[config.mk]
export PLATFORM = sky130hd
export DESIGN_NAME = fetch_stage
export DESIGN_NICKNAME = d
export VERILOG_FILES = /design/src/rtl/riscv_pipe_pkg.sv /design/src/rtl/if_id_reg.sv /design/src/rtl/fetch_stage.sv
export SDC_FILE = /design/constraint.sdc
export NUM_CORES = 1
export LEC_CHECK = 0
export CORE_MARGIN = 2
export CORE_UTILIZATION = 45
export CTS_CLUSTER_DIAMETER = 30
export DETAILED_ROUTE_END_ITERATION = 8
export GPL_TIMING_DRIVEN = 1
export MAX_ROUTING_LAYER = met4
export PLACE_DENSITY_LB_ADDON = 0.2
export SLEW_MARGIN = 30
export SYNTH_ARGS = -nofsm -noshare
export SYNTH_HDL_FRONTEND = slang
export SYNTH_SLANG_ARGS = --single-unit
[constraint.sdc]
create_clock -name clk -period 2.7 [get_ports clk]
set_input_delay 0.54 -clock clk [delete_from_list [all_inputs] [get_ports clk]]
set_output_delay 0.54 -clock clk [all_outputs]
set_load 0.03 [all_outputs]
[src/rtl/riscv_pipe_pkg.sv]
// rtl/riscv_pipe_pkg.sv - shared pipeline constants, IF/ID record type and helpers
package riscv_pipe_pkg;

    localparam logic [31:0] NOP_INSTR = 32'h0000_0013;
    localparam logic [31:0] PC_STEP   = 32'd4;

    typedef struct packed {
        logic [31:0] instr;
        logic [31:0] pc;
        logic [31:0] pc_plus4;
        logic        valid;
    } if_id_t;

    // Contents of a pipeline register holding a bubble (addi x0,x0,0, not valid)
    localparam if_id_t IF_ID_BUBBLE = '{instr: NOP_INSTR, pc: 32'd0, pc_plus4: 32'd0, valid: 1'b0};

    // Instruction targets must be word aligned; any low address bit set is a fault
    function automatic logic misaligned(input logic [31:0] addr);
        return addr[1:0] != 2'b00;
    endfunction

    // Increment that sticks at all-ones instead of wrapping
    function automatic logic [31:0] sat_inc(input logic [31:0] cnt, input logic en);
        if (en && cnt != 32'hFFFF_FFFF) begin
            return cnt + 32'd1;
        end
        return cnt;
    endfunction

endpackage

[src/rtl/if_id_reg.sv]
// rtl/if_id_reg.sv - pipeline register with reset > flush > stall > load priority
module if_id_reg
    import riscv_pipe_pkg::*;
(
    input  logic   clk,
    input  logic   reset,
    input  logic   flush,
    input  logic   stall,
    input  if_id_t d,
    output if_id_t q
);

    if_id_t stage_q;
    if_id_t stage_d;

    // Next contents: a flush beats a stall so a squashed slot never lingers
    always_comb begin
        stage_d = stage_q;
        if (flush) begin
            stage_d = IF_ID_BUBBLE;
        end else if (!stall) begin
            stage_d = d;
        end
    end

    // Register with synchronous reset back to a bubble
    always_ff @(posedge clk) begin
        if (reset) begin
            stage_q <= IF_ID_BUBBLE;
        end else begin
            stage_q <= stage_d;
        end
    end

    assign q = stage_q;

endmodule

[src/rtl/fetch_stage.sv]
// rtl/fetch_stage.sv - RISC-V IF stage: PC, redirect/trap, IF/ID register; FETCH_PERF_CNT_EN adds perf counters
module fetch_stage
    import riscv_pipe_pkg::*;
#(
    parameter logic [31:0] RESET_PC = 32'h0000_0000,
    parameter logic [31:0] TRAP_PC  = 32'h0000_0100
) (
    input  logic        clk,
    input  logic        reset,
    input  logic        stall_f,
    input  logic        stall_d,
    input  logic        flush_d,
    input  logic        pc_src_e,
    input  logic [31:0] pc_target_e,
    output logic [31:0] imem_addr,
    input  logic [31:0] imem_rdata,
    output logic [31:0] instr_d,
    output logic [31:0] pc_d,
    output logic [31:0] pc_plus4_d,
    output logic        valid_d,
`ifdef FETCH_PERF_CNT_EN
    output logic [31:0] perf_fetch_cnt,
    output logic [31:0] perf_stall_cnt,
    output logic [31:0] perf_flush_cnt,
`endif
    output logic        fetch_fault
);

    logic [31:0] pc_f_q;
    logic [31:0] pc_f_d;
    logic        fault_q;
    logic        fault_d;
    if_id_t      if_id_in;
    if_id_t      if_id_out;

    // Next PC: redirect (trapping on a misaligned target) beats stall beats sequential step
    always_comb begin
        pc_f_d  = pc_f_q + PC_STEP;
        fault_d = fault_q;
        if (pc_src_e) begin
            if (misaligned(pc_target_e)) begin
                pc_f_d  = TRAP_PC;
                fault_d = 1'b1;
            end else begin
                pc_f_d  = pc_target_e;
            end
        end else if (stall_f) begin
            pc_f_d = pc_f_q;
        end
    end

    // PC and sticky fault flag; only reset clears the fault
    always_ff @(posedge clk) begin
        if (reset) begin
            pc_f_q  <= RESET_PC;
            fault_q <= 1'b0;
        end else begin
            pc_f_q  <= pc_f_d;
            fault_q <= fault_d;
        end
    end

    assign imem_addr   = pc_f_q;
    assign fetch_fault = fault_q;

    // Record captured into IF/ID when neither flushed nor stalled
    always_comb begin
        if_id_in.instr    = imem_rdata;
        if_id_in.pc       = pc_f_q;
        if_id_in.pc_plus4 = pc_f_q + PC_STEP;
        if_id_in.valid    = 1'b1;
    end

    if_id_reg u_if_id_reg (
        .clk   (clk),
        .reset (reset),
        .flush (flush_d),
        .stall (stall_d),
        .d     (if_id_in),
        .q     (if_id_out)
    );

    assign instr_d    = if_id_out.instr;
    assign pc_d       = if_id_out.pc;
    assign pc_plus4_d = if_id_out.pc_plus4;
    assign valid_d    = if_id_out.valid;

`ifdef FETCH_PERF_CNT_EN
    logic [31:0] fetch_cnt_q, fetch_cnt_d;
    logic [31:0] stall_cnt_q, stall_cnt_d;
    logic [31:0] flush_cnt_q, flush_cnt_d;

    // Saturating event counters: valid loads, PC stalls not overridden by a redirect, flushes
    always_comb begin
        fetch_cnt_d = sat_inc(fetch_cnt_q, !flush_d && !stall_d);
        stall_cnt_d = sat_inc(stall_cnt_q, stall_f && !pc_src_e);
        flush_cnt_d = sat_inc(flush_cnt_q, flush_d);
    end

    // Counter registers, cleared by reset
    always_ff @(posedge clk) begin
        if (reset) begin
            fetch_cnt_q <= 32'd0;
            stall_cnt_q <= 32'd0;
            flush_cnt_q <= 32'd0;
        end else begin
            fetch_cnt_q <= fetch_cnt_d;
            stall_cnt_q <= stall_cnt_d;
            flush_cnt_q <= flush_cnt_d;
        end
    end

    assign perf_fetch_cnt = fetch_cnt_q;
    assign perf_stall_cnt = stall_cnt_q;
    assign perf_flush_cnt = flush_cnt_q;
`endif

endmodule

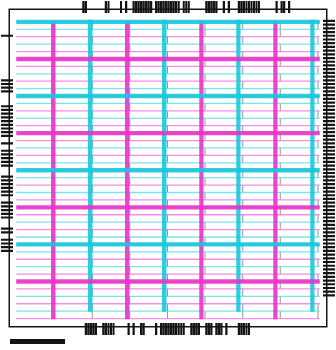
**Above:** run 1 (floorplan with the power grid).
Scale bar: 20 um. Pins as bars on the die edge. Tap cells in gray.
net	color
VDD	cyan
VSS	magenta
tap cells	168
rows	40
Die X-Extent: 115.9 um
overall die height: 115.9 um

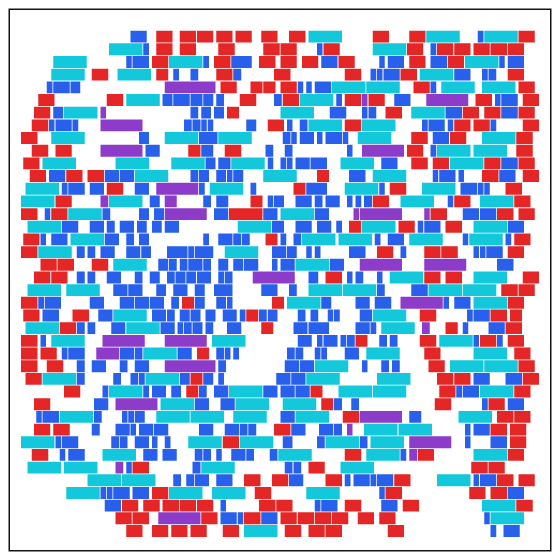
**Above:** run 1 (cells colored by class).
class	color	cells
clock drivers and dummy loads	purple	30
sequential cells	cyan	128
combinational and other logic	blue	403
remaining buffers and delay cells	red	221
post-layout instance area: 0.008117 sq mm
share of cell area taken by flip-flops and latches: 31.57%

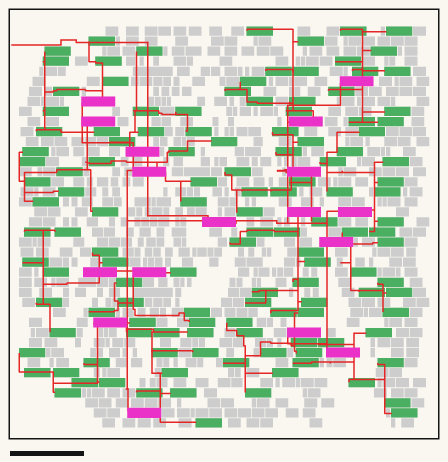
**Above:** run 1 (clock wires, drivers and flops).
Scale bar: 20 um.
[flip-flops] green | count: 128
[clock wires] red | length: 1,520 um
[clock drivers] magenta | count: 17
flops lie	all over the die
Max Clock Skew: 0.005119 ns
Power Clock: 2.13 mW

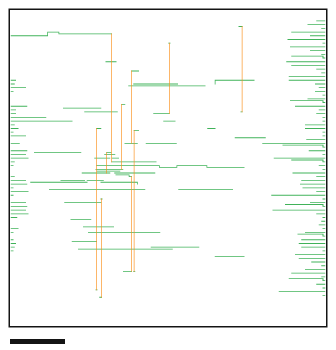
**Above:** run 1 (routed metal, one color a layer).
Scale bar: 20 um. Only two layers are drawn.
layer	color	wire length
metal 4	orange	343 um
metal 3	green	1,220 um
total track usage: 24.95%
per-cell routed wire length: 17.32 um
total length of routed wires: 16,450 um

## run 1: path summary, 6_finish.rpt
path / startpoint / end / depth (start not counted)
setup / recovery: imem_addr[5]$_SDFFE_PP0N_ / imem_addr[17]$_SDFFE_PP0N_ / 5
setup reg to reg: imem_addr[5]$_SDFFE_PP0N_ / imem_addr[17]$_SDFFE_PP0N_ / 5
hold reg to reg: fetch_fault$_SDFFE_PP0P_ / fetch_fault$_SDFFE_PP0P_ / 2
hold / removal: fetch_fault$_SDFFE_PP0P_ / fetch_fault$_SDFFE_PP0P_ / 2
## run 1: metal layers
layer / share of wire [%] / track usage [%] / up-vias
met5: 0 / - / -
met4: 2.1 / 10.24 / 0
met3: 7.4 / 5.126 / 23
met2: 48 / 41.21 / 205
met1: 43 / 29.75 / 2298
li1: - / - / 2379
## run 1: cell usage in the layout, fill, tap and decap left out, types with 13 or more instances in the layout
master                            netlist  final
sky130_fd_sc_hd__a21oi_1               34     34
sky130_fd_sc_hd__a22o_1                19     19
sky130_fd_sc_hd__buf_4                 35     22
sky130_fd_sc_hd__clkbuf_16              0     17
sky130_fd_sc_hd__clkdlybuf4s50_1        0    198
sky130_fd_sc_hd__dfxtp_1              128    128
sky130_fd_sc_hd__mux2i_1               69     69
sky130_fd_sc_hd__nand2_1               25     25
sky130_fd_sc_hd__nand3_1               14     14
sky130_fd_sc_hd__nand4_1               13     13
sky130_fd_sc_hd__nor2_1                89     88
sky130_fd_sc_hd__o21ai_0               23     23
sky130_fd_sc_hd__xnor2_1               28     28
sky130_fd_sc_hd__xor2_1                23     23
## run 1: flip-flops by register name (all words and copies together), names as in the netlist
signal / flops
u_if_id_reg.q: 95
imem_addr: 32
fetch_fault: 1
==> results.txt, run 1 <==
Implementation results are summarized by area below.

Cells and area
The number of sequential storage elements is ~130. The repair_antennas step left the layout with diodes totalling 0. Per the area breakdown, the dominant cell category is multi-input combinational cells. The combinational gate area is around 0.0026 sq mm. The non-clock buffer count in the final layout is ~220. The synthesis-to-layout area growth is 44.12%.

Floorplanning
The floorplan core area is between 0.01 and 0.015 sq mm.

Worst setup path
The kind of capture point of the worst setup path is a register. For the worst setup path, the data arrival time is about 2.6 ns. The critical path is of the register to register type.

Clocking
The clock slew seen by the registers of the worst setup and hold paths is ~0.05 ns.

STA
The final count of pins violating max slew is 0. The final worst hold slack is around 0.45 ns.

Routing
The violation count after the first detailed-route iteration is roughly 280. The post-detailed-route via-to-cell ratio is 5.163.

Synthesis
The flip-flop and latch count after synthesis is 128.

Placed design
Detailed placement reports a standard cell area of 0.007571 sq mm. The placement summary gives the final routability congestion estimate as 0.8618.

Power
The relative contribution of combinational cells to total power is 11.4%.

Global route
The number of antenna violations at the first check in global routing is 0.

Outcome
The flow ran to the end, and the final reports show no timing, DRC or antenna violations.
**Run 1: the clock network**

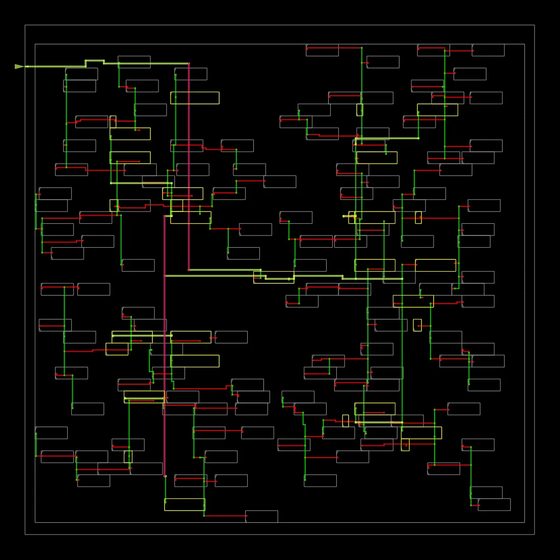

==> run 2, diff against run 1 <==
clock period = 2.18 ns   (was 2.7 ns; I/O delays follow)
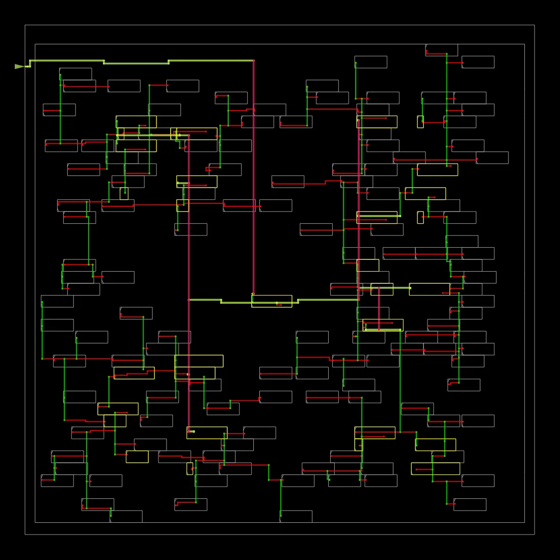
**Above:** run 2 (the clock network).
clock buf count: 26
clk sink count: 128
number of sequential cells in the layout: 128
Inserted Clock Buffers: 17

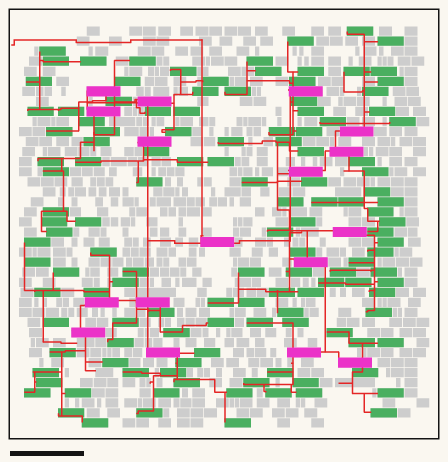
**Above:** run 2 (clock wires, drivers and flops).
Scale bar: 20 um.
[clock drivers] magenta | count: 17
[clock wires] red | length: 1,520 um
[flip-flops] green | count: 128
routed clock nets	18
flops lie	all over the die
Max Clock Skew: 0.005176 ns
part of the power in the clock network: 46.6%
Power Clock: 2.74 mW
clock latency at the later pin of the worst-skew pair: 0.41 ns

==> run 2 against run 1 <==
Net effect: synthesized cell count is the same; combinational power rose by 32%; wire length increased by 3.7%; final cell count grew 3.3%; critical endpoint is now imem_addr[23]; cell area is 3.3% higher; die size unchanged; worst hold slack got worse by 0.010 ns; non-clock buffer count grew 30; highest routed layer unchanged; count of clock-buffer cells in the layout rose by 3; clock skew about the same.
==> results.txt, run 2 <==
Implementation results are summarized by area below.

Cells and area
The finished layout cell area is 0.008386 sq mm (+3.3%). By instance count after routing, the leading logic cell types are sky130_fd_sc_hd__clkdlybuf4s50_1 (198), sky130_fd_sc_hd__dfxtp_1 (128), sky130_fd_sc_hd__nor2_1 (88). In this run the layout overhead on the synthesized area is reported as 48.90%.

The combinational gate area was 0.002613 sq mm (unchanged). The cell class ranked first by area is multi-input combinational cells. The number of flip-flops in the largest register is 95 (unchanged).

The non-clock buffer count in the final layout is 251 (+14%).

Routing
The post-detailed-route via-to-cell ratio came to 5.210 (+0.91%). The wire length on met1 is 7324 um (+4.6%). The final wirelength is 17,070 um (+3.7%).

The violation count after the first detailed-route iteration is 296 (+5.0%). The highest signal layer in the routed design is met4.

Global route
Global route summary, busiest routing layer listed as met2. The met3 track utilization from global routing is 5.073% (-0.052 points). The met1 track demand over resource was 31.06% (+1.3 points). The number of antenna violations at the first check in global routing is 0 (unchanged). The all-layer global routing usage is 26.02% (+1.1 points).

Worst setup path
The signal arrival time at the worst endpoint came to 1.69 ns (-0.90 ns). STA classifies the critical path endpoint as an output port.

Synthesis
In the post-synthesis netlist, the biggest area contributors are sky130_fd_sc_hd__dfxtp_1 (46%), sky130_fd_sc_hd__mux2i_1 (12%), sky130_fd_sc_hd__nor2_1 (5.9%). Multiplexer cells account for between 10% and 20% of the synthesized area.

Clocking
The clock slew seen by the registers of the worst setup and hold paths was 0.05 ns (about the same).

Placed design
The placed standard-cell area is 0.007809 sq mm (+3.1%).

Floorplanning
The horizontal die size was 115.9 um (unchanged). The height of the chip is 115.9 um (unchanged).

Outcome
The run finished with clean final reports.
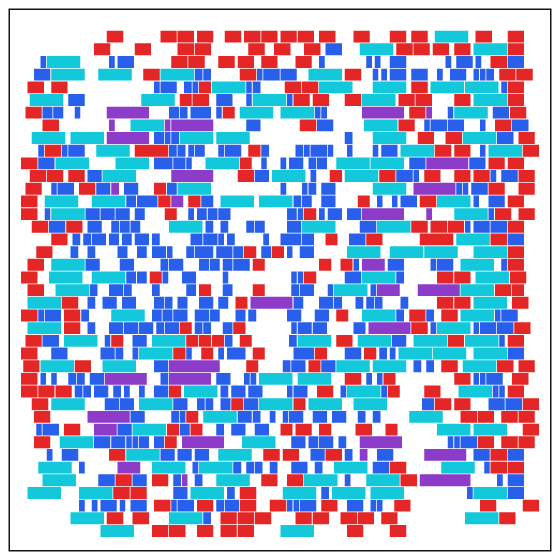
**Above:** run 2 (cells colored by class).
class	color	cells
sequential cells	cyan	128
combinational and other logic	blue	403
clock drivers and dummy loads	purple	31
remaining buffers and delay cells	red	251
Cell Rows: 40
Floorplan Core Area: 0.01211 sq mm
final core occ: 69.24%
share of cell area taken by flip-flops and latches: 30.56%

[run 2: cell types whose count changed in the layout (fill, tap and decap cells not counted)]
cell	delta
sky130_fd_sc_hd__buf_12	+1
sky130_fd_sc_hd__buf_4	+29
sky130_fd_sc_hd__clkbuf_8	+3
sky130_fd_sc_hd__clkinv_2	-2
[run 2: worst paths after layout]
check	cells after the start	slack [ns]	startpoint	end
worst max-delay path	1	0.06	imem_addr[23]$_SDFFE_PP0N_	imem_addr[23]
worst min-delay path	3	0.44	stall_d	u_if_id_reg.q[5]$_SDFFE_PP0N_
worst max register to register	6	0.21	imem_addr[3]$_SDFFE_PP0N_	imem_addr[30]$_SDFFE_PP0N_
worst min register to register	2	0.45	fetch_fault$_SDFFE_PP0P_	fetch_fault$_SDFFE_PP0P_
[run 2: cells by family (layout without fill, tap and decap cells)]
family,Yosys count,count (layout)
AND/OR/NAND/NOR,190,190
flip-flops,128,128
XOR/XNOR,51,51
AND-OR/OR-AND,87,87
multiplexers,69,69
adder cells (fa/ha/maj),1,1
buffers and inverters,84,287
[run 2: per-stage QoR]
step           setup WS [ns]  hold slack (ns)
2_1_floorplan         0.1887           0.4533
3_3_place_gp          0.1206           0.4359
3_5_place_dp          0.1364           0.4412
4_1_cts              0.04586           0.4205
5_1_grt              0.01492           0.4477
6_report             0.05707           0.4357
[run 2: power breakdown]
group	internal [mW]	total, mW	switching (mW)
clock network	1.79	2.74	0.951
logic	0.338	0.699	0.361
registers	2.40	2.44	0.0425
total	4.53	5.89	1.35
[run 2: tightest hold or removal path, delay by kind of cell]
kind            cells  cell delay, ns
compound gates      1            0.05
buf+inv             1            0.21
simple gates        1            0.09
Power and IR drop assume default switching activity.
